placed.png
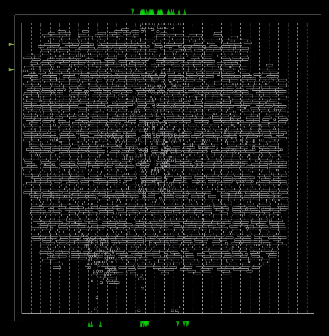
route_heat.png
The die is cut into 22 by 22 equal tiles; dark blue is low, red is high, scaled to the fullest tile. Values are wire area over tile area, all layers added.
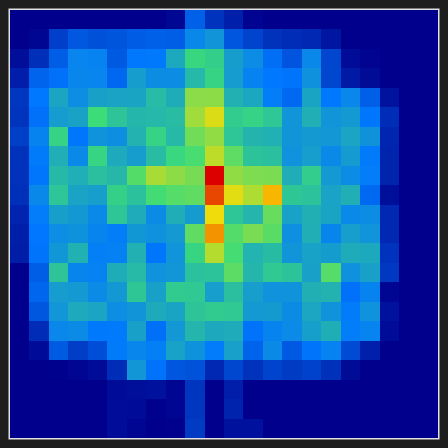
clock_wires.png
The bar under the picture is 100 um long.
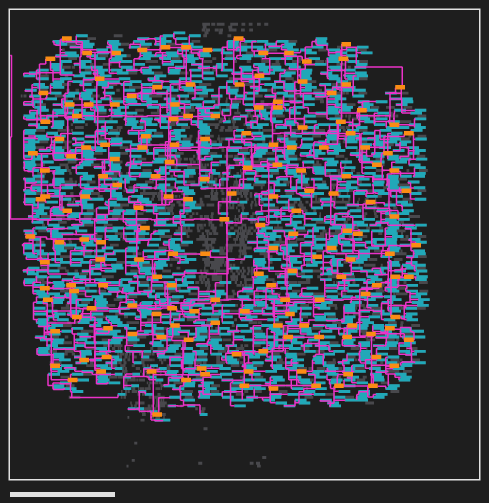
[config.mk]
export PLATFORM = sky130hd
export DESIGN_NAME = i2s_sample_fifo
export DESIGN_NICKNAME = d
export VERILOG_FILES = /design/src/rtl/i2s_sample_fifo.sv
export SDC_FILE = /design/constraint.sdc
export NUM_CORES = 1
export LEC_CHECK = 0
export CORE_MARGIN = 10
export CORE_UTILIZATION = 36
export CTS_BUF_LIST = sky130_fd_sc_hd__clkbuf_16
export DETAILED_ROUTE_END_ITERATION = 8
export GPL_ROUTABILITY_DRIVEN = 0
export PLACE_DENSITY = 0.54
export REMOVE_ABC_BUFFERS = 1
export SLEW_MARGIN = 20
export SYNTH_ARGS = -nofsm -noshare
export SYNTH_HDL_FRONTEND = slang
export SYNTH_SLANG_ARGS = --single-unit
[constraint.sdc]
create_clock -name clk -period 9.6 [get_ports clk]
set_input_delay 1.44 -clock clk [delete_from_list [all_inputs] [get_ports clk]]
set_output_delay 1.44 -clock clk [all_outputs]
set_load 0.01 [all_outputs]
[src/rtl/i2s_sample_fifo.sv]
// I2S receive path: serial-to-word deserialiser with channel tagging, feeding a
// sample FIFO drained by an asynchronous RPi read strobe, with watermark IRQ and sticky flags.
module i2s_sample_fifo #(
    parameter int SAMPLE_W  = 24,
    parameter int ADDR_W    = 6,
    parameter int WATERMARK = 32,
    parameter int CH_W      = 1,
    parameter int MSB_FIRST = 1
) (
    input  logic                clk,
    input  logic                rst,
    input  logic                serial,
    input  logic                enable,
    input  logic [CH_W-1:0]     ws,
    input  logic                ready,
    input  logic                flag_clr,
    output logic [SAMPLE_W-1:0] data,
    output logic [CH_W-1:0]     data_ch,
    output logic                data_valid,
    output logic [ADDR_W:0]     level,
    output logic                rpi_interrupt,
    output logic                overflow,
    output logic                frame_err
);
    localparam int DEPTH = 1 << ADDR_W;
    localparam int ENT_W = SAMPLE_W + CH_W;
    localparam int CNT_W = $clog2(SAMPLE_W);
    localparam logic [CNT_W-1:0] LAST = CNT_W'(SAMPLE_W - 1);
    localparam logic [ADDR_W:0]  WM   = (ADDR_W + 1)'(WATERMARK);
    localparam logic [ADDR_W:0]  FULL = (ADDR_W + 1)'(DEPTH);

    logic [CNT_W-1:0]    cnt_q, cnt_d, cnt_eff;
    logic [SAMPLE_W-1:0] shreg_q, shreg_d, base, word_nx;
    logic [CH_W-1:0]     tag_q, tag_d, tag_eff;
    logic                resync, push;

    logic [ENT_W-1:0]    mem_q [DEPTH];
    logic [ADDR_W:0]     wr_ptr_q, rd_ptr_q, wr_ptr_d, rd_ptr_d, lvl_d;
    logic                empty, full, pop_req, do_pop, do_push;
    logic                rdy_s1_q, rdy_s2_q, rdy_d3_q;
    logic                irq_d, ovf_d, ferr_d;

    // Deserialiser: a ws change mid-word restarts assembly with the offending bit as bit 0
    always_comb begin
        resync  = enable && (cnt_q != '0) && (ws != tag_q);
        cnt_eff = resync ? '0 : cnt_q;
        base    = resync ? '0 : shreg_q;
        tag_eff = (resync || cnt_q == '0) ? ws : tag_q;
        word_nx = base;
        if (MSB_FIRST != 0) begin
            word_nx = {base[SAMPLE_W-2:0], serial};
        end else begin
            word_nx[cnt_eff] = serial;
        end
        push    = enable && (cnt_eff == LAST);
        cnt_d   = cnt_q;
        shreg_d = shreg_q;
        tag_d   = tag_q;
        if (enable) begin
            cnt_d   = push ? '0 : cnt_eff + 1'b1;
            shreg_d = word_nx;
            tag_d   = tag_eff;
        end
    end

    // FIFO control: a pop on empty never bypasses a same-cycle push
    always_comb begin
        level    = wr_ptr_q - rd_ptr_q;
        empty    = (level == '0);
        full     = (level == FULL);
        pop_req  = rdy_s2_q & ~rdy_d3_q;
        do_pop   = pop_req & ~empty;
        do_push  = push & (~full | do_pop);
        wr_ptr_d = wr_ptr_q + (ADDR_W + 1)'(do_push);
        rd_ptr_d = rd_ptr_q + (ADDR_W + 1)'(do_pop);
        lvl_d    = wr_ptr_d - rd_ptr_d;
        irq_d    = rpi_interrupt;
        if (lvl_d >= WM) begin
            irq_d = 1'b1;
        end else if (lvl_d == '0) begin
            irq_d = 1'b0;
        end
        ovf_d  = (overflow & ~flag_clr) | (push & full & ~do_pop);
        ferr_d = (frame_err & ~flag_clr) | resync;
    end

    always_ff @(posedge clk) begin
        if (rst) begin
            cnt_q         <= '0;
            shreg_q       <= '0;
            tag_q         <= '0;
            wr_ptr_q      <= '0;
            rd_ptr_q      <= '0;
            rdy_s1_q      <= 1'b1;
            rdy_s2_q      <= 1'b1;
            rdy_d3_q      <= 1'b1;
            data          <= '0;
            data_ch       <= '0;
            data_valid    <= 1'b0;
            rpi_interrupt <= 1'b0;
            overflow      <= 1'b0;
            frame_err     <= 1'b0;
        end else begin
            cnt_q         <= cnt_d;
            shreg_q       <= shreg_d;
            tag_q         <= tag_d;
            wr_ptr_q      <= wr_ptr_d;
            rd_ptr_q      <= rd_ptr_d;
            rdy_s1_q      <= ready;
            rdy_s2_q      <= rdy_s1_q;
            rdy_d3_q      <= rdy_s2_q;
            rpi_interrupt <= irq_d;
            overflow      <= ovf_d;
            frame_err     <= ferr_d;
            if (pop_req) begin
                data_valid <= ~empty;
                if (!empty) begin
                    {data_ch, data} <= mem_q[rd_ptr_q[ADDR_W-1:0]];
                end
            end
        end
    end

    // Storage array carries no reset; occupancy is tracked purely by the pointers
    always_ff @(posedge clk) begin
        if (do_push) begin
            mem_q[wr_ptr_q[ADDR_W-1:0]] <= {tag_eff, word_nx};
        end
    end
endmodule

==> results_slide.txt <==
Flow Results at a Glance

Worst setup path
  • Setup crit start kind: flop
  • Reg2Reg Setup Slack: 3.77 ns
  • Worst Path Required: 8.16 ns
  • Crit Path Class: reg2out
  • Buf/Inv on CP: 4

Timing
  • Fmax: about 160 MHz
  • Least-Margin Pin Slew: 1.12 ns
  • Max-slew violations: 0
  • Final Hold Fails: 0

Power
  • Comb. pwr: around 0.054 mW
  • Combinational share of power: less than 1%
  • Power Sequential: slightly below 8 mW
  • Net Sw Frac: 19.3%

Global route
  • Largest net degree at the start of global routing: just under 100
  • First-pass GRT wire length: ~240000 um

Synthesis
  • Distinct cells, synth: about 65
  • Cells after synthesis: ~3100
  • Post-Synth Simple-Gate Area: 2.39%
  • Mux area share: between 15 and 20%
  • Post-synthesis register bit count: about 1700
  • Logic family by area: multiplexers
  • Yosys cell count: around 3100
  • AO/OA Area Share: between 3 and 4%
  • Post-synth EDFFs: 1600

Final layout
  • Non-clk buf share: between 1.5 and 2%
  • # diodes: 2
  • Area delta synth->final: 14.1%
  • CLK BUF: approximately 180
  • Most instantiated logic cells after routing: 1600 x edfxtp_1, 386 x mux4_2, 178 x clkbuf_16
  • # fillers: about 16000

CTS
  • CTS H-tree depth: 4
  • Buffer levels on the longest clock path: 3
  • CTS tree: yes
  • Hold_buf cts: 0

Floorplan
  • Die Wd: 445 um
  • N_taps: 2355

Placed design
  • Cell total after placement: between 5000 and 6000

Route
  • DR DRC count: 0
  • Post-route ant nets: 0

Outcome
  • Status: finished clean
Notes on placed.png above:
non-filler instance count after layout: 5701
Seq area share: 66.9%
final standard cell utilization of the core: 41.4%
Flops: 1675

Notes on route_heat.png above:
7.2% of the tiles are over half the peak. The mean over all tiles is 0.14. 27% of the tiles are nearly empty. The emptiest ninth of the die: lower right.
vias: 31100
final wirelength: 168000 um

Notes on clock_wires.png above:
clock wires: marked magenta, length 19500 um. clock-net drivers: marked orange, count 172. flip-flops: marked cyan, count 1675.
Position of the flops: spread over the die.
clock power share: 45.3%
P_clk: 6.59 mW
Worst Skew: 0.0331 ns
Insertion Delay late pin: 0.78 ns

flip-flops by register name, indices dropped and copies added, names as in the netlist, 5 cells and up:
signal / flops
shreg_q: 23
rd_ptr_q: 7
mem_q: 1600
cnt_q: 5
wr_ptr_q: 7
data: 24
worst paths after layout:
| check | startpoint | end | cells after the start |
|---|---|---|---|
| setup / recovery | rd_ptr_q[2] | level[6] | 9 |
| hold / removal | rdy_s1_q | rdy_s2_q | 1 |
| setup reg to reg | rd_ptr_q[2] | rpi_interrupt | 18 |
| hold reg to reg | rdy_s1_q | rdy_s2_q | 1 |
worst register-to-register path: stages, from the launching register on:
cell      delay, ns
dfxtp_4        0.83
clkinv_2       0.72
ha_1           0.58
nand2b_1       0.09
a211oi_1       0.28
mux2i_1        0.18
nor2_1         0.14
buf_4          0.25
a21o_1         0.35
inv_2          0.25
ha_1           0.28
ha_1           0.21
xnor2_1        0.40
ha_1           0.36
o211a_1        0.12
a211oi_1       0.25
xnor2_1        0.10
o31ai_1        0.24
a31oi_1        0.11
synthesized netlist by cell type, types with 3 or more instances:
cell type | instances | area, sq um
nand3b_1 | 4 | 30.0
a221o_1 | 6 | 60.1
nor2b_1 | 10 | 62.6
a22oi_1 | 56 | 420
nand3_1 | 20 | 100
nand2b_1 | 29 | 181
nor3_1 | 16 | 80.1
inv_2 | 6 | 22.5
clkbuf_1 | 74 | 278
nor2_1 | 101 | 379
and2_1 | 41 | 257
mux2i_1 | 102 | 1020
mux4_2 | 386 | 8690
buf_1 | 13 | 48.8
o2111ai_4 | 8 | 210
or2_2 | 4 | 25.0
a22o_1 | 20 | 175
o22ai_1 | 45 | 282
edfxtp_1 | 1600 | 48000
o21ai_1 | 7 | 35.0
a211oi_1 | 22 | 165
a21oi_1 | 75 | 375
mux2_2 | 15 | 169
inv_1 | 22 | 82.6
or4_1 | 3 | 22.5
o31ai_1 | 3 | 22.5
a2111oi_1 | 7 | 70.1
o211ai_1 | 9 | 67.6
a221oi_1 | 20 | 175
nor4_1 | 7 | 43.8
xor2_1 | 6 | 52.6
o21ai_0 | 10 | 50.1
o221a_1 | 6 | 67.6
o221ai_1 | 6 | 52.6
or3_1 | 3 | 18.8
buf_6 | 28 | 315
buf_2 | 35 | 175
xnor2_1 | 15 | 131
nand2_1 | 71 | 267
o22a_1 | 7 | 61.3
buf_4 | 16 | 120
ha_1 | 17 | 213
dfxtp_1 | 75 | 1500
per-stage QoR:
step / power (mW) / area, sq um / hold slack (ns) / utilization (%) / setup slack, ns
6_report: 14.5 / 74000 / 0.409 / 41.4 / 3.44
5_1_grt: 15.0 / 74000 / 0.426 / 41.4 / 3.23
4_1_cts: 14.7 / 74000 / 0.408 / 41.4 / 3.35
3_5_place_dp: 8.11 / 68400 / 0.393 / 38.3 / 3.73
3_3_place_gp: 8.11 / 68400 / 0.392 / 38.3 / 3.75
2_1_floorplan: 8.08 / 64000 / 0.389 / - / -12.11
layer usage:
metal / GRT usage (%) / part of all wire, % / up-vias / wire, um
met5: 0 / 0 / - / 0
met4: 5.75 / 3.6 / 0 / 6130
met3: 2.63 / 5.0 / 253 / 8450
met2: 27.9 / 49 / 900 / 82900
met1: 22.5 / 42 / 16800 / 70900
li1: - / - / 13100 / -
No activity file was given, so power comes from the tool's default toggle rates.
